**src/rtl/mult_ctrl_pkg.sv**
```systemverilog
// Shared types and constants for the bit-serial multiplier sequencer.
package mult_ctrl_pkg;

    typedef enum logic [1:0] {
        IDLE  = 2'd0,
        CLEAR = 2'd1,
        RUN   = 2'd2,
        DONE  = 2'd3
    } state_t;

    localparam int MULT_N_DEFAULT = 8;

    // Cycles from start acceptance to the done pulse for the normal path.
    function automatic int mult_latency(input int n);
        return n + 32'sd2;
    endfunction

endpackage

```
**src/rtl/mult_ctrl_bitser.sv**
```systemverilog
// N-bit load/shift-right register presenting its LSB, plus a saturating
// bit counter flagging the final bit position.
module mult_ctrl_bitser
    import mult_ctrl_pkg::*;
#(
    parameter int N     = MULT_N_DEFAULT,
    parameter int CNT_W = $clog2(N)
) (
    input  logic         clk,
    input  logic         rst,
    input  logic         load,
    input  logic         shift,
    input  logic [N-1:0] d,
    output logic         ser_bit,
    output logic         last
);

    localparam logic [CNT_W-1:0] CNT_LAST = CNT_W'(N - 1);

    logic [N-1:0]     sr_r;
    logic [CNT_W-1:0] cnt_r;

    // Load resets the counter; each shift drops the LSB and counts up,
    // stopping at the last bit position so the counter never wraps.
    always_ff @(posedge clk) begin
        if (rst) begin
            sr_r  <= {N{1'b0}};
            cnt_r <= {CNT_W{1'b0}};
        end else if (load) begin
            sr_r  <= d;
            cnt_r <= {CNT_W{1'b0}};
        end else if (shift) begin
            sr_r <= {1'b0, sr_r[N-1:1]};
            if (cnt_r != CNT_LAST) begin
                cnt_r <= cnt_r + CNT_W'(1);
            end else begin
                cnt_r <= cnt_r;
            end
        end else begin
            sr_r  <= sr_r;
            cnt_r <= cnt_r;
        end
    end

    assign ser_bit = sr_r[0];
    assign last    = (cnt_r == CNT_LAST);

endmodule

```
**src/rtl/mult_serial_ctrl.sv**
```systemverilog
// Sequencer for the bit-serial shift-add multiplier datapath.
// Handshakes an operand pair, clears the datapath for one cycle, streams the
// multiplier LSB-first for N cycles and captures the 2N-bit product.
// Optional build macro: MULT_CTRL_ZERO_SKIP_EN -- a zero operand completes
// immediately with a zero result and never touches the datapath.
module mult_serial_ctrl
    import mult_ctrl_pkg::*;
#(
    parameter int N     = MULT_N_DEFAULT,
    parameter int CNT_W = $clog2(N)
) (
    input  logic           clk,
    input  logic           rst,
    input  logic           start,
    input  logic [N-1:0]   a_in,
    input  logic [N-1:0]   b_in,
    output logic           ready,
    output logic           busy,
    output logic           mult_rst,
    output logic [N-1:0]   mult_g,
    output logic           mult_e,
    input  logic [2*N-1:0] mult_o,
    output logic [2*N-1:0] result,
    output logic           done
);

    state_t         state_r;
    state_t         state_next_s;
    logic           accept_s;
    logic           skip_s;
    logic [N-1:0]   a_q_r;
    logic [2*N-1:0] result_r;
    logic [N-1:0]   mult_g_r;
    logic           ready_r;
    logic           busy_r;
    logic           done_r;
    logic           ser_bit_s;
    logic           last_s;

    // Multiplier shift register and bit counter; loaded on acceptance,
    // advanced on every RUN cycle.
    mult_ctrl_bitser #(
        .N     (N),
        .CNT_W (CNT_W)
    ) u_bitser (
        .clk     (clk),
        .rst     (rst),
        .load    (accept_s),
        .shift   (state_r == RUN),
        .d       (b_in),
        .ser_bit (ser_bit_s),
        .last    (last_s)
    );

    // State register.
    always_ff @(posedge clk) begin
        if (rst) begin
            state_r <= IDLE;
        end else begin
            state_r <= state_next_s;
        end
    end

    // Next-state logic; start is only honoured in IDLE.
    always_comb begin
        state_next_s = state_r;
        accept_s     = 1'b0;
        skip_s       = 1'b0;
        case (state_r)
            IDLE: begin
                if (start) begin
                    accept_s = 1'b1;
`ifdef MULT_CTRL_ZERO_SKIP_EN
                    if ((a_in == {N{1'b0}}) || (b_in == {N{1'b0}})) begin
                        skip_s       = 1'b1;
                        state_next_s = DONE;
                    end else begin
                        state_next_s = CLEAR;
                    end
`else
                    state_next_s = CLEAR;
`endif
                end else begin
                    state_next_s = IDLE;
                end
            end
            CLEAR: begin
                state_next_s = RUN;
            end
            RUN: begin
                if (last_s) begin
                    state_next_s = DONE;
                end else begin
                    state_next_s = RUN;
                end
            end
            DONE: begin
                state_next_s = IDLE;
            end
            default: begin
                state_next_s = IDLE;
            end
        endcase
    end

    // Operand latch, product capture and status flags registered from the
    // next state so they line up with the state they describe.
    always_ff @(posedge clk) begin
        if (rst) begin
            a_q_r    <= {N{1'b0}};
            result_r <= {(2*N){1'b0}};
            mult_g_r <= {N{1'b0}};
            ready_r  <= 1'b1;
            busy_r   <= 1'b0;
            done_r   <= 1'b0;
        end else begin
            if (accept_s) begin
                a_q_r <= a_in;
            end else begin
                a_q_r <= a_q_r;
            end

            if ((state_r == RUN) && last_s) begin
                result_r <= mult_o;
            end else if (skip_s) begin
                result_r <= {(2*N){1'b0}};
            end else begin
                result_r <= result_r;
            end

            mult_g_r <= (state_next_s == RUN) ? a_q_r : {N{1'b0}};
            ready_r  <= (state_next_s == IDLE);
            busy_r   <= (state_next_s == CLEAR) || (state_next_s == RUN);
            done_r   <= (state_next_s == DONE);
        end
    end

    // The datapath is held in reset alongside this block and for the single
    // CLEAR cycle, so its accumulator starts every product from zero.
    assign mult_rst = rst | (state_r == CLEAR);
    assign mult_e   = (state_r == RUN) ? ser_bit_s : 1'b0;
    assign mult_g   = mult_g_r;
    assign result   = result_r;
    assign ready    = ready_r;
    assign busy     = busy_r;
    assign done     = done_r;

endmodule

```
**config.mk**
```make
export PLATFORM = sky130hd
export DESIGN_NAME = mult_serial_ctrl
export DESIGN_NICKNAME = d
export VERILOG_FILES = /design/src/rtl/mult_ctrl_pkg.sv /design/src/rtl/mult_ctrl_bitser.sv /design/src/rtl/mult_serial_ctrl.sv
export SDC_FILE = /design/constraint.sdc
export NUM_CORES = 1
export LEC_CHECK = 0
export CAP_MARGIN = 5
export CORE_ASPECT_RATIO = 1.75
export CORE_MARGIN = 3
export CORE_UTILIZATION = 47
export CTS_CLUSTER_DIAMETER = 120
export CTS_CLUSTER_SIZE = 25
export DETAILED_ROUTE_END_ITERATION = 7
export PLACE_DENSITY_LB_ADDON = 0.08
export SETUP_SLACK_MARGIN = 0.4
export SYNTH_ARGS = -nofsm -noshare
export SYNTH_HDL_FRONTEND = slang
export SYNTH_HIERARCHICAL = 1
export SYNTH_SLANG_ARGS = --single-unit
```
**constraint.sdc**
```tcl
create_clock -name clk -period 2.4 [get_ports clk]
set_clock_uncertainty 0.05 [all_clocks]
set_input_delay 0.72 -clock clk [delete_from_list [all_inputs] [get_ports clk]]
set_output_delay 0.72 -clock clk [all_outputs]
set_load 0.02 [all_outputs]
```
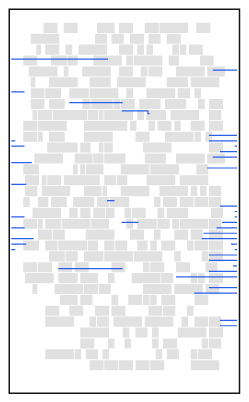
m3.png
(4 px per um) Cells faint in the background.
37 nets have wire on it. The layer carries 223 um of wire. The longest straight run is 23.9 um. The wires run mostly horizontal.

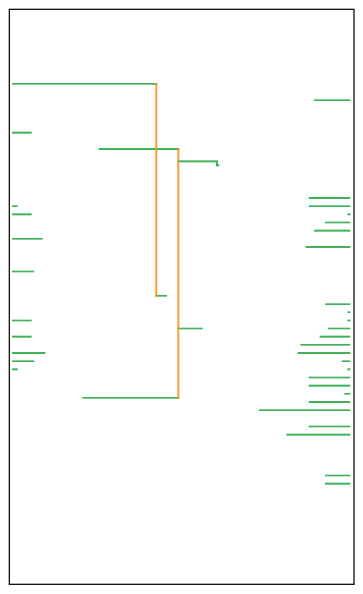
layers.png
(6 px per um) Two of the layers only.
Key: M4 = orange [wire length 76.8 um]; M3 = green [wire length 223 um]

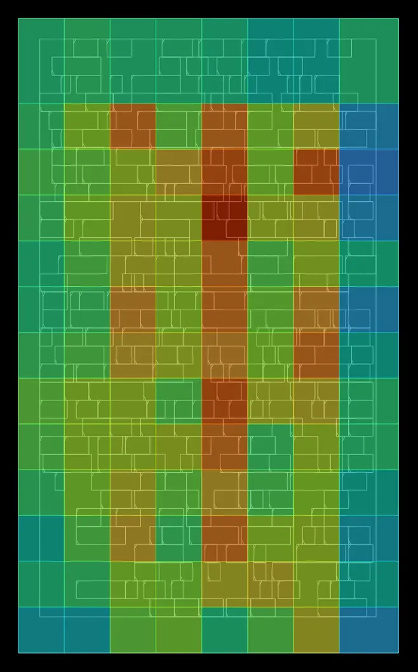
congestion_map.png
GR Util All Layers: 16.59%
post-layout util: 65.97%
routing usage on met2: 30.06%

==> flow_metrics.py <==
# Synthesis and PnR figures
metrics = {
    "global_route": {
        "use_met3_pct": 3.659,
        "grt_util_met1_pct": 18.30,
        "grt_max_degree": 40,
        "antenna_found_initial": 0,
        "top_usage_layer": "met2",
        "grt_pass1_wl_mm": 7.031,
        "grt_overflow": 0,
        "grt_pass1_vias": 1576,
    },
    "floorplanning": {
        "fp.coreArea_mm2": 0.004404,
        "die-area_mm2": 0.005468,
        "die_h_um": 95.60,
        "num_rows": 32,
        "num_io_pins": 64,
        "die_w_um": 57.20,
        "floorplan.core_util_pct": 48.95,
    },
    "job": {
        "warnings": 32,
        "drv_cap": 0,
    },
    "hold_path": {
        "hold_path.class": "register to register",
        "holdPathStages": 1,
        "hold_path_end": "mult_g[7]",
        "min_from": "a_q_r[7]",
    },
    "yosys": {
        "synthDistinctLibCells": 28,
        "netlist.area_leader.share_pct": 44.57,
        "ys_cells": 204,
        "yosys.stat.seqShare_pct": 44.57,
        "common_cells": "dfxtp_1 (48), a21oi_1 (25), a21bo_2 (24), nand3_1 (24), buf_2 (10)",
        "syn_area_mm2": 0.002156,
        "top_cell": "dfxtp_1",
        "yosysChipArea_mm2": 0.002156,
        "edf_count": 0,
        "top_cells_by_area": "dfxtp_1 (45%), a21bo_2 (11%), a21oi_1 (5.8%)",
        "synth-async-reset-ratio_pct": 0,
        "synth_flops": 48,
        "synth-main-ff-cell": "dfxtp_1",
        "synth_top_cell_by_area": "dfxtp_1",
        "synth_area_per_cell_um2": 10.57,
        "yosysWarningCount": 6,
        "synth_cells": 204,
        "fp_nets": 247,
    },
    "cts": {
        "cts_tree": "yes",
        "cts-root-buf": "clkbuf_8",
        "insertion_delay_ns": 0.30,
        "cts_buffer_depth": 2,
        "cts_inserted_buffers": 5,
        "path_clk_slew_ns": 0.09,
        "clock-sinks": 48,
        "htreeDepth": 2,
    },
    "sta": {
        "tightest_slew_ns": 0.5696,
        "fin_crit_ns": 1.989,
        "worst_slack_ns": 0.4111,
        "min_period_over_period_pct": 82.87,
        "rsz0062_at_grt": "yes",
        "slew_headroom_pct": 62.03,
        "finalSetupViolCount": 0,
        "final_max_slew_viol_count": 0,
        "fmax_mhz": 502.8,
        "finalHoldViolCount": 0,
        "whs_ns": 0.4462,
    },
    "routing": {
        "routedWlPerCell_um": 13.83,
        "ant_nets": 0,
        "drt_pre_antenna_iters": 4,
        "wl_mm": 4.329,
        "routed_via_density": 5.166,
        "drc": 0,
        "dr_total_vias": 1617,
        "drt_iter0_markers": 73,
    },
    "worst_setup_path": {
        "required_ns": 1.63,
        "arrival_ns": 1.22,
        "cp_slowest_cell": "dfxtp_2",
        "r2r-end": "u_bitser/sr_r[0]",
        "ff2ff_path_depth": 6,
        "r2r-start": "state_r[0]",
        "worstPathCellList": "inv_2 > ha_4 > or2_4 > buf_6",
        "path_class": "register to primary output",
        "startpoint_type": "register",
        "end_kind": "primary output",
        "worst_path_largest_cell_delay_ns": 0.36,
        "crit_fanout": 3,
        "rrSetupSlack_ns": 0.57,
    },
    "power": {
        "total_leakage_power_uw": 0.001273,
        "p_per_area_mw_per_mm2": 588.2,
        "ir_drop_v": 0.0005819,
    },
    "outcome": {
        "outcome": "completed",
    },
    "final_layout": {
        "fillers": 395,
        "diodes": 0,
        "drive_above_1_share_pct": 27.48,
        "area_delta_synth_final_pct": 34.77,
        "final_net_count": 304,
    },
    "placed_design": {
        "hpwl_mm": 3.031,
        "place_ws_ns": -0.3101,
        "routabilityCongestion": 0.7133,
        "numPortBuffers": 63,
    },
}
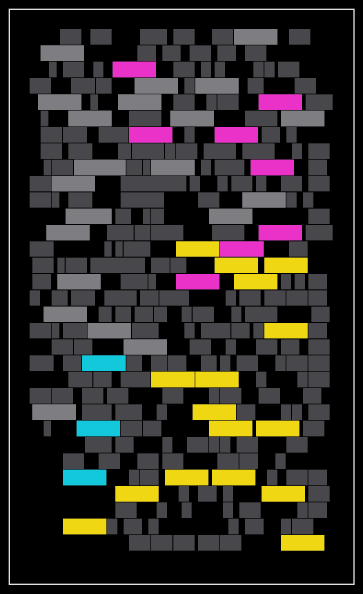
ff_map.png
(6 px per um) Other sequential cells in the stronger grey, the rest of the logic in the fainter grey.
Key: mult_g = magenta [flops 8]; result = yellow [flops 16]; u_bitser/cnt_r = cyan [flops 3]

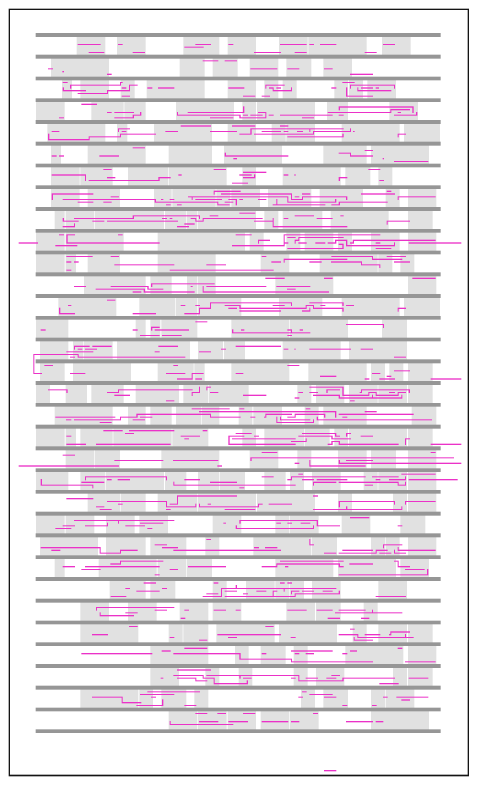
m1.png
(8 px per um) Supply wires on this layer in grey. Cells faint in the background.
The layer carries 1750 um of wire. The longest straight run is 25.3 um. The layer holds 41% of the routed length.

[where the power goes]
group	switching [uW]	leakage, uW	internal, uW
combinational	130	0.000827	146
clock	276	0.0000548	314
sequential	14.2	0.000391	829
total	420	0.00127	1290
[layout make-up]
cell class,instances,area [um^2],share of cell area (%)
clock buffer,5,68.82,2.369
clock inverter,3,46.29,1.593
inverter,5,18.77,0.6460
multi-input combinational,130,1064,36.61
sequential,48,965.9,33.25
tap,51,63.81,2.196
timing repair buffer,71,678.2,23.34
[metrics by stage]
| step | TNS (ns) | instance area (um^2) | total power [uW] | cells |
|---|---|---|---|---|
| after global routing | 0 | 2905 | 1791 | 313 |
| after detailed placement | -0.3101 | 2783 | 1138 | 304 |
| final | 0 | 2905 | 1709 | 313 |
| after CTS | 0 | 2872 | 1732 | 312 |
| after global placement | -0.3149 | 2783 | 1134 | 304 |
| after floorplan | 0 | 2156 | 1031 | 204 |
[registers in the layout, indices dropped and copies added, names as in the netlist]
name,flops
a_q_r,8
busy,1
done,1
mult_g,8
ready,1
result,16
state_r,2
u_bitser/cnt_r,3
u_bitser/sr_r,8
[routing by layer]
layer / part of all wire (%) / up-vias / wire length, um
li1: - / 825 / -
met3: 5.2 / 6 / 223
met5: 0 / - / 0
met1: 40 / 746 / 1753
met2: 53 / 40 / 2275
met4: 1.8 / 0 / 76
[logic make-up (layout without fill, tap and decap cells)]
family | after synthesis | after routing | share of synthesized area [%]
DFF | 48 | 48 | 44.57
and+or+nand+nor | 53 | 53 | 17.47
muxes | 16 | 16 | 7.836
adders and majority gates | 8 | 8 | 4.643
buffers and inverters | 26 | 84 | 7.023
xor gates and xnor gates | 1 | 1 | 0.4063
AOI/OAI and AO/OA | 52 | 52 | 18.05
[timing repair]
action / in CTS / in global routing
gates resized: 41 / 11
buffers inserted: 0 / 1
hold buffers: 0 / 0
pin swaps: 1 / 0
setup endpoints to repair: 26 / 5
[cells in the final DEF (no fill, tap or decap), types with 5 or more instances in the layout]
cell	netlist	routed
dfxtp_1	48	46
clkdlybuf4s50_1	0	33
buf_4	1	7
mux2i_1	9	9
ha_1	8	6
a21oi_1	25	25
a21bo_2	24	24
dlygate4sd2_1	0	24
nor4b_2	8	8
clkbuf_8	0	5
nor2_1	8	8
nand3_1	24	24
mux2_2	7	7
[worst max path at each step]
stage / cells past startpoint / slack, ns / to / from
after floorplan: 5 / 0.42 / mult_e / state_r[0]
after global routing: 4 / 0.38 / mult_rst / state_r[1]
after global placement: 3 / -0.31 / mult_rst / rst
after CTS: 4 / 0.35 / mult_rst / state_r[1]
after detailed placement: 3 / -0.31 / mult_rst / rst
final: 4 / 0.41 / mult_rst / state_r[1]
[worst max-delay path, delay by kind of cell (launching register included)]
kind / cells / cell delay, ns
buf+inv: 2 / 0.19
fa+ha+maj: 1 / 0.15
simple gates: 1 / 0.22
flops: 1 / 0.36
No activity file was given, so power comes from the tool's default toggle rates.
